Run 1, clock wiring as the flow saved it:
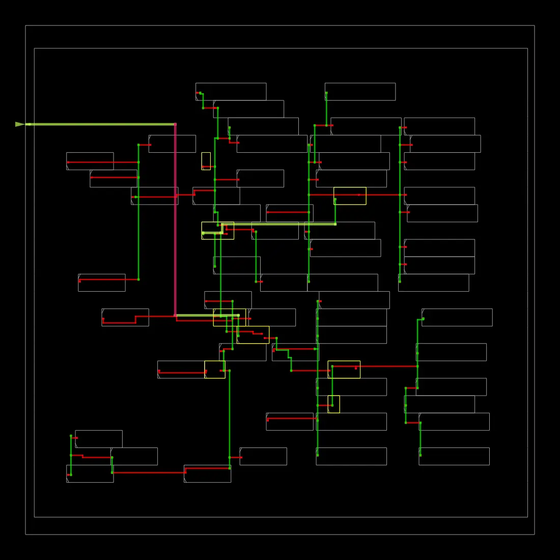
Run 1, floorplan with the power grid:
Pins as bars on the die edge.
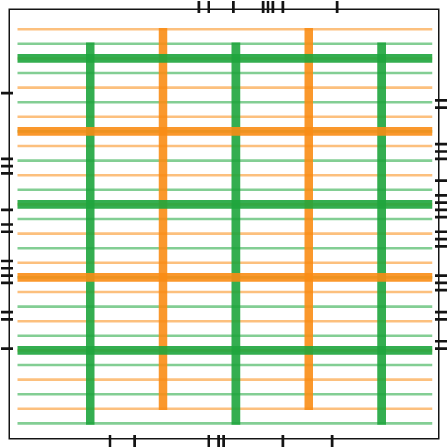
Run 1, register map, names as in the netlist:
Other sequential cells in the stronger gray, the rest of the logic in the fainter gray.
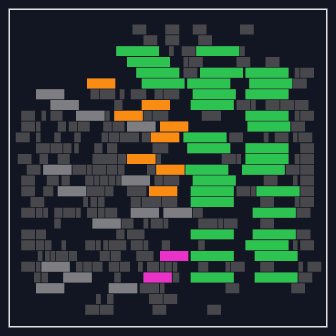
===== config.mk =====
export PLATFORM = sky130hd
export DESIGN_NAME = fetch_sequencer
export DESIGN_NICKNAME = d
export VERILOG_FILES = /design/src/rtl/fetch_pkg.sv /design/src/rtl/fetch_queue.sv /design/src/rtl/fetch_sequencer.sv
export SDC_FILE = /design/constraint.sdc
export NUM_CORES = 1
export LEC_CHECK = 0
export CAP_MARGIN = 20
export CORE_UTILIZATION = 40
export CTS_BUF_LIST = sky130_fd_sc_hd__clkbuf_4 sky130_fd_sc_hd__clkbuf_8
export DETAILED_ROUTE_END_ITERATION = 16
export HOLD_SLACK_MARGIN = 0.06
export PLACE_DENSITY = 0.67
export SLEW_MARGIN = 10
export SYNTH_ARGS = -nofsm -noshare
export SYNTH_HDL_FRONTEND = slang
export SYNTH_SLANG_ARGS = --single-unit

===== constraint.sdc =====
create_clock -name clk -period 3 [get_ports clk]
set_input_delay 0.45 -clock clk [delete_from_list [all_inputs] [get_ports clk]]
set_output_delay 0.45 -clock clk [all_outputs]
set_load 0.01 [all_outputs]

===== src/rtl/fetch_pkg.sv =====
// Shared types and constants for the instruction fetch front end.
// Holds the sequencer state encoding, the NOP opcode and the queue entry layout.
package fetch_pkg;

    typedef enum logic [1:0] {
        IDLE  = 2'd0,
        RUN   = 2'd1,
        FLUSH = 2'd2
    } fetch_state_e;

    localparam logic [7:0] NOP_OPC = 8'h00;

    // Entry layout for the default 8-bit address width; the sequencer
    // declares an equivalent layout sized to its own ADDR_W.
    localparam int ENTRY_PC_W = 8;

    typedef struct packed {
        logic [ENTRY_PC_W-1:0] pc;
        logic [7:0]            opc;
    } fetch_entry_t;

endpackage


===== src/rtl/fetch_queue.sv =====
// Small synchronous FIFO for prefetched bytes: push, pop and clear.
// Clear wins over push/pop; push into a full queue is accepted only with a same-cycle pop.
module fetch_queue #(
    parameter int W     = 16,
    parameter int DEPTH = 2
) (
    input  logic                     clk,
    input  logic                     sync_rst_i,
    input  logic                     clear_i,
    input  logic                     push_i,
    input  logic                     pop_i,
    input  logic [W-1:0]             din_i,
    output logic [W-1:0]             head_o,
    output logic [$clog2(DEPTH):0]   count_o,
    output logic                     full_o
);

    localparam int PTR_W = $clog2(DEPTH);
    localparam int CNT_W = PTR_W + 1;

    logic [W-1:0]     mem_q [DEPTH];
    logic [PTR_W-1:0] rd_q;
    logic [PTR_W-1:0] wr_q;
    logic [CNT_W-1:0] cnt_q;
    logic             do_push;
    logic             do_pop;

    always_comb begin
        full_o  = (cnt_q == CNT_W'(DEPTH));
        do_pop  = pop_i && (cnt_q != '0);
        do_push = push_i && (!full_o || do_pop);
        head_o  = mem_q[rd_q];
        count_o = cnt_q;
    end

    always_ff @(posedge clk) begin
        if (sync_rst_i || clear_i) begin
            rd_q  <= '0;
            wr_q  <= '0;
            cnt_q <= '0;
        end else begin
            if (do_push) begin
                mem_q[wr_q] <= din_i;
                wr_q        <= wr_q + 1'b1;
            end
            if (do_pop) begin
                rd_q <= rd_q + 1'b1;
            end
            case ({do_push, do_pop})
                2'b10:   cnt_q <= cnt_q + 1'b1;
                2'b01:   cnt_q <= cnt_q - 1'b1;
                default: cnt_q <= cnt_q;
            endcase
        end
    end

endmodule


===== src/rtl/fetch_sequencer.sv =====
// Instruction fetch front end: owns the PC, fetches bytes over req/ack and feeds decode.
// Handshake: a transfer happens when mem_req and mem_ack are both high; mem_req/mem_addr hold until then.
module fetch_sequencer
    import fetch_pkg::*;
#(
    parameter int                ADDR_W    = 8,
    parameter int                BUF_DEPTH = 2,
    parameter logic [ADDR_W-1:0] RESET_PC  = '0
) (
    input  logic              clk,
    input  logic              sync_rst,
    output logic              mem_req,
    output logic [ADDR_W-1:0] mem_addr,
    input  logic              mem_ack,
    input  logic [7:0]        mem_rdata,
    output logic [7:0]        opcode_out,
    output logic              opcode_valid,
    output logic [ADDR_W-1:0] opcode_pc,
    input  logic              stall_en,
    input  logic              redirect_en,
    input  logic [ADDR_W-1:0] redirect_pc,
    input  logic              halt,
    output logic              busy
);

    typedef struct packed {
        logic [ADDR_W-1:0] pc;
        logic [7:0]        opc;
    } entry_t;

    localparam int CNT_W = $clog2(BUF_DEPTH) + 1;

    fetch_state_e      state_q, state_d;
    logic [ADDR_W-1:0] fetch_pc_q, fetch_pc_d;
    logic [ADDR_W-1:0] req_addr_q, req_addr_d;
    logic              req_pend_q, req_pend_d;

    logic              issue_new;
    logic              xfer;
    logic              q_push;
    logic              q_pop;
    logic              q_full;
    logic [CNT_W-1:0]  q_count;
    entry_t            q_head;
    entry_t            q_din;

    always_comb begin
        // A raised request is latched in req_pend_q so halt or a redirect cannot pull it back.
        issue_new    = (state_q == RUN) && !req_pend_q && !halt && !q_full;
        mem_req      = req_pend_q || issue_new;
        mem_addr     = req_pend_q ? req_addr_q : fetch_pc_q;
        xfer         = mem_req && mem_ack;

        opcode_valid = (q_count != '0);
        opcode_out   = opcode_valid ? q_head.opc : NOP_OPC;
        opcode_pc    = opcode_valid ? q_head.pc  : '0;
        busy         = mem_req || (state_q == FLUSH);

        q_push       = (state_q == RUN) && xfer && !redirect_en;
        q_pop        = opcode_valid && !stall_en;
        q_din.pc     = mem_addr;
        q_din.opc    = mem_rdata;
    end

    always_comb begin
        state_d    = state_q;
        fetch_pc_d = fetch_pc_q;
        req_pend_d = mem_req && !mem_ack;
        req_addr_d = mem_addr;

        case (state_q)
            IDLE: begin
                state_d = RUN;
            end
            RUN: begin
                if (redirect_en && mem_req && !mem_ack) begin
                    state_d = FLUSH;
                end else if (xfer) begin
                    fetch_pc_d = fetch_pc_q + ADDR_W'(1);
                end
            end
            FLUSH: begin
                // The stale byte is dropped; fetch_pc already points at the redirect target.
                if (mem_ack) begin
                    state_d = RUN;
                end
            end
            default: begin
                state_d = IDLE;
            end
        endcase

        if (redirect_en) begin
            fetch_pc_d = redirect_pc;
        end
    end

    always_ff @(posedge clk) begin
        if (sync_rst) begin
            state_q    <= IDLE;
            fetch_pc_q <= RESET_PC;
            req_pend_q <= 1'b0;
            req_addr_q <= '0;
        end else begin
            state_q    <= state_d;
            fetch_pc_q <= fetch_pc_d;
            req_pend_q <= req_pend_d;
            req_addr_q <= req_addr_d;
        end
    end

    fetch_queue #(
        .W     ($bits(entry_t)),
        .DEPTH (BUF_DEPTH)
    ) u_queue (
        .clk        (clk),
        .sync_rst_i (sync_rst),
        .clear_i    (redirect_en),
        .push_i     (q_push),
        .pop_i      (q_pop),
        .din_i      (q_din),
        .head_o     (q_head),
        .count_o    (q_count),
        .full_o     (q_full)
    );

endmodule


==> results_slide.txt, run 1 <==
Implementation Results

Yosys
  • Synth unique cells: 40
  • Sequential element share of the synthesized area: 0.596
  • Top cell area share: 0.398
  • Synth area leaders: edfxtp_1 (40%), dfxtp_1 (20%), mux2i_1 (6.6%)
  • Yosys top cell by area: edfxtp_1
  • Post-synthesis instance total: 205

Pwr
  • Total power: 1.38 mW
  • Power density cells: 451 mW/mm²
  • P_leak: 1.03 nW

Setup path
  • Worst Reg2Reg Path Length in Cells: 6
  • Critical path data required time: 2.55 ns
  • Worst-path maximum fanout: 12
  • WS Path Type: register to output pin

Clock tree
  • CTS tree: done
  • Post_cts resized: 0
  • CTS Buf Count: 5
  • Cts hold-fix bufs: 0

Placed design
  • PortBufs: 48
  • RePlAce Congestion: 0.793

Detailed routing
  • Drt drc: 0
  • Via count: 1652
  • Final WL: 4.28 mm
  • Initial drt markers: 56
  • Final antenna-violating net count: 0
  • Via density: 5.04

STA
  • Hold Slack: 0.517 ns
  • Tmin final: 2.39 ns
  • Fmax: 0.419 GHz
  • Worst slew margin relative to its limit: 0.636
  • Worst-margin pin slew: 0.541 ns
  • RSZ-0062 raised after global routing: no
  • Max Slew Vio Count: 0
  • Total negative slack: 0 ns

Floorplanning
  • Core area: 0.00568 mm²
  • DIE WIDTH: 79.7 µm
  • DIE AREA: 0.00636 mm²

Layout
  • Final Instance Area: 0.00306 mm²
  • Antenna diodes: 0
  • Fin nets: 279
  • Area growth, synth to finish: 26.7%

Global route
  • GRT overflow: 0
  • Largest net degree at the start of global routing: 19
  • Vias in the first global route: 1532
  • Overall routing resource usage: 0.148
  • Initial antenna violation count: 0

Run
  • Max Cap Viol: 0
  • OpenROAD warning count: 27

Hold path
  • Hold Path Depth: 2

Run status
  • Status: finished clean
-- 'clock wiring as the flow saved it' (at the start) --
clk_skew: 0.00839 ns
flop count: 56
worst-skew pair later-pin latency: 0.30 ns
clock buf count: 5
Clock Sinks: 56

-- 'floorplan with the power grid' (at the start) --
[green] VSS
[orange] VDD
signal pins: 49
met5 straps: 5

-- 'register map, names as in the netlist' (at the start) --
[magenta] u_queue.count_o | flops: 2
[orange] req_addr_q | flops: 8
[green] u_queue.mem_q | flops: 32
not colored: 14
Util after Layout: 0.539
Sequential Power: 0.848 mW
Seq area share: 0.471

[run 1: layout make-up]
type / instances / area (µm²)
Clock inverter: 3 / 17.5
Timing Repair Buffer: 54 / 526
Inverter: 10 / 37.5
Fill cell: 509 / 2610
Sequential cell: 56 / 1440
Clock buffer: 5 / 68.8
Multi-Input combinational cell: 128 / 881
Tap cell: 72 / 90.1
[run 1: path summary, 6_finish.rpt]
kind                startpoint            endpoint  slack, ns
setup / recovery    req_pend_q         mem_addr[6]       0.61
hold / removal    u_queue.wr_q        u_queue.wr_q       0.52
setup reg to reg    req_pend_q  u_queue.count_o[1]       0.81
hold reg to reg   u_queue.wr_q        u_queue.wr_q       0.52
[run 1: worst max-delay path, stage by stage, from the launching register on]
cell             delay (ns)
dfxtp_1                0.64
nand2_1                0.11
o21ai_0                0.23
clkdlybuf4s50_1        0.64
[run 1: report_power, final]
part | switching (mW) | internal [mW]
combinational | 0.0649 | 0.0788
sequential | 0.0173 | 0.831
clock | 0.226 | 0.163
[run 1: placed cells by master, fill, tap and decap left out, drive strengths merged, types with 3 or more instances in the layout]
| cell type | Yosys | layout |
|---|---|---|
| or3 | 5 | 5 |
| o31a | 3 | 3 |
| a311oi | 5 | 5 |
| nand2 | 5 | 5 |
| inv | 10 | 11 |
| clkbuf | 6 | 5 |
| mux2 | 7 | 7 |
| nor4 | 5 | 5 |
| o21ai | 7 | 7 |
| clkdlybuf4s50 | 0 | 48 |
| a21oi | 4 | 4 |
| nor3 | 3 | 3 |
| and2 | 8 | 8 |
| nor2 | 29 | 29 |
| edfxtp | 32 | 32 |
| buf | 4 | 6 |
| dfxtp | 24 | 24 |
| nand3 | 5 | 5 |
| a31oi | 3 | 3 |
| mux2i | 16 | 16 |
[run 1: logic make-up after synthesis]
logic type | count (synthesis) | synth area share
flops | 56 | 0.596
xor+xnor | 3 | 0.0109
simple gates | 70 | 0.153
fa+ha+maj | 2 | 0.0104
compound gates | 30 | 0.0864
buf+inv | 21 | 0.0445
mux | 23 | 0.0989
[run 1: registers in the layout, summed over array words and instances (netlist names), named ones only]
name and flops:
fetch_pc_q 8, req_addr_q 8, req_pend_q 1, state_q 2, u_queue.count_o 2, u_queue.mem_q 32
u_queue.rd_q 1, u_queue.wr_q 1
[run 1: metal layers]
layer,vias up,share of wire,global-route usage
li1,845,-,-
met1,764,0.46,0.180
met2,41,0.47,0.250
met3,2,0.059,0.0423
met4,0,0.0068,0.0482
met5,-,0,0
[run 1: cell usage after synthesis, drive strengths merged]
master       number
mux2i            16
xor2              1
or3               5
a21o              1
nor3              3
nand3             5
nor2b             1
nand2             5
a311oi            5
nand4             2
o31ai             2
o21ai             7
nor4              5
clkbuf            6
a21oi             4
o31a              3
dfxtp            24
nor2             29
o211a             1
or2               1
and3              1
or4               2
o311a             1
and2              8
xnor2             2
buf               4
ha                2
and3b             1
o21a              1
edfxtp           32
mux2              7
inv              10
a31oi             3
nand2b            2
a211oi            1
o211ai            1
dlygate4sd1       1
[run 1: through the flow]
stage               cells  setup slack [ns]
global route          328             0.485
floorplan             205           -0.0838
CTS                   328             0.627
finish                328             0.613
global placement      320             0.479
detailed placement    320             0.396
--- run 2 (diff from run 1) ---
--- a/config.mk
+++ b/config.mk
@@ -10,7 +10,6 @@
 export CTS_BUF_LIST = sky130_fd_sc_hd__clkbuf_4 sky130_fd_sc_hd__clkbuf_8
 export DETAILED_ROUTE_END_ITERATION = 16
 export HOLD_SLACK_MARGIN = 0.06
-export PLACE_DENSITY = 0.67
 export SLEW_MARGIN = 10
 export SYNTH_ARGS = -nofsm -noshare
 export SYNTH_HDL_FRONTEND = slang
==> constraint.sdc (replaced) <==
create_clock -name clk -period 2.2 [get_ports clk]
set_input_delay 0.33 -clock clk [delete_from_list [all_inputs] [get_ports clk]]
set_output_delay 0.33 -clock clk [all_outputs]
set_load 0.01 [all_outputs]
==> run 2 against run 1 <==
Combinational power is 46% higher. Highest routed layer unchanged. Largest power group unchanged. Global-route usage rose by 0.13 points. Clock-buffer cell count unchanged. Clock skew shrank 0.00065 ns. Synthesized cell count unchanged. Die area unchanged. Power grew 39%. Setup slack worse by 0.53 ns. Core utilization grew 2.0 points. Worst hold slack improved by 0.0067 ns. Via count is 2.8% higher.
==> results_slide.txt, run 2 <==
Implementation Results

STA
  • Worst slew margin relative to its limit: 0.757
  • Tmin final: 2.12 ns
  • Max Slew Vio Count: 0
  • Total negative slack: 0 ns
  • Fmax: 0.471 GHz

Clock tree
  • Worst-skew pair later-pin latency: 0.30 ns
  • Clock Sinks: 56

Detailed routing
  • Final WL: 4.39 mm
  • Via count: 1699
  • Via density: 5.06
  • Final antenna-violating net count: 0
  • Drt drc: 0

Floorplanning
  • DIE AREA: 0.00636 mm²
  • Core area: 0.00568 mm²

Layout
  • Util after Layout: 0.559
  • Final cell count without fillers: 336
  • Antenna diodes: 0
  • Highest-count logic cell in the final layout: clkdlybuf4s50_1
  • Logic area: 901 µm²
  • Max reg flops: 32
  • Most common logic cells in the final layout: clkdlybuf4s50_1 (48), edfxtp_1 (32), nor2_1 (29)
  • Seq. cell area: 0.00144 mm²
  • Fin nets: 287
  • Area growth, synth to finish: 31.3%

Setup path
  • Worst path cell trace: buf_4 > mux2_2 > clkdlybuf4s50_1
  • Reg2reg setup slack: 0.18 ns
  • Critical path data required time: 1.87 ns
  • Worst-path maximum fanout: 11
  • Slowest CP cell: clkdlybuf4s50_1
  • Peak per-stage delay on the critical path: 0.49 ns

Placed design
  • PortBufs: 48
  • RePlAce Congestion: 0.749

Run
  • Max Cap Viol: 0

Run status
  • Status: finished clean

Yosys
  • Top cell area share: 0.398
  • Sequential element share of the synthesized area: 0.596
  • Synth area leaders: edfxtp_1 (40%), dfxtp_1 (20%), mux2i_1 (6.6%)
  • Number of synthesized flops with an enable pin: 32
  • Top cells by count, synth: edfxtp_1 (32), nor2_1 (29), dfxtp_1 (24), mux2i_1 (16), inv_1 (10)

Pwr
  • P_leak: 1.08 nW
  • Total power: 1.92 mW

Global route
  • Largest net degree at the start of global routing: 19
  • GRT overflow: 0
  • Initial antenna violation count: 0
  • Overall routing resource usage: 0.149
  • Vias in the first global route: 1504
==> run 2: area by class of cell <==
class / count / area share
clock inverters: 3 / 0.00710
repair buffers: 62 / 0.192
inverters: 10 / 0.0118
well taps: 72 / 0.0284
flip-flops and latches: 56 / 0.455
clock buffers: 5 / 0.0217
multi-input cells: 128 / 0.284
==> run 2: worst paths after layout <==
kind                           start  cells past startpoint                 end
setup / recovery          req_pend_q                      3         mem_addr[4]
hold / removal          u_queue.rd_q                      2        u_queue.rd_q
setup reg to reg  u_queue.count_o[0]                      8  u_queue.count_o[1]
hold reg to reg         u_queue.rd_q                      2        u_queue.rd_q
==> run 2: cells by family after synthesis <==
family | count (synthesis) | share of synthesized area
AND/OR/NAND/NOR | 70 | 0.153
flip-flops | 56 | 0.596
AND-OR/OR-AND | 30 | 0.0864
multiplexers | 23 | 0.0989
buffers and inverters | 21 | 0.0445
XOR/XNOR | 3 | 0.0109
adder cells (fa/ha/maj) | 2 | 0.0104
==> run 2: layer usage <==
metal	share of wire	GRT usage	vias up
met5	0	0	-
met4	0.0034	0.0375	0
met3	0.045	0.0331	2
met2	0.45	0.238	44
met1	0.50	0.205	783
li1	-	-	870
==> run 2: timing repair <==
action,CTS,global route
resized,1,1
hold buffers,0,0
buffers inserted,0,0
setup endpoints to repair,2,2
==> run 2: worst max-delay path, delay by kind of cell (launching register included) <==
kind | cells | cell delay, ns
buf+inv | 2 | 0.65
flops | 1 | 0.48
mux | 1 | 0.37
==> run 2: report_power, final <==
| group | total [mW] | internal [mW] | leakage, nW | switching (mW) |
|---|---|---|---|---|
| registers | 1.16 | 1.13 | 0.486 | 0.0228 |
| clock network | 0.552 | 0.229 | 0.0485 | 0.324 |
| logic | 0.210 | 0.117 | 0.547 | 0.0931 |
==> run 2: stage by stage <==
stage / setup WS [ns] / instance area (µm²) / hold slack, ns
detailed placement: -0.0883 / 3080 / 0.501
global route: 0.00354 / 3170 / 0.559
global placement: -0.0328 / 3080 / 0.495
CTS: 0.0557 / 3170 / 0.534
floorplan: -0.104 / 2430 / 0.409
finish: 0.0785 / 3170 / 0.524
Run 2, clock wiring as the flow saved it:
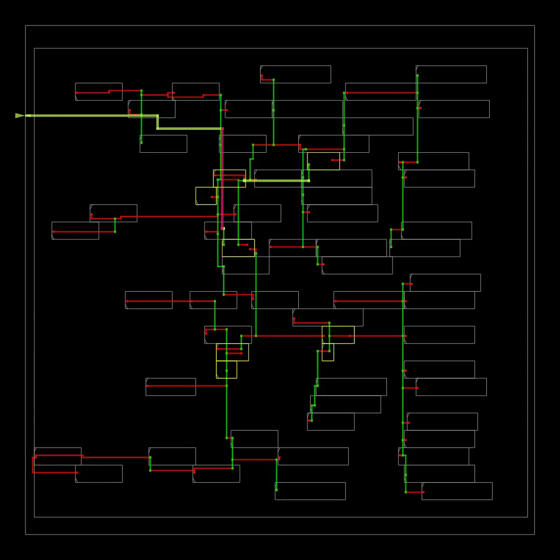
clk_skew: 0.00774 ns
clk pwr: 0.552 mW
CTS Buf Count: 5

Run 2, floorplan with the power grid:
Pins as bars on the die edge.
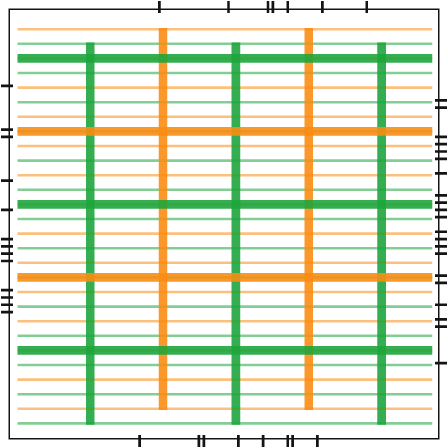
[orange] VDD
[green] VSS
rows: 27
met4 straps: 5

Power and IR drop assume default switching activity.
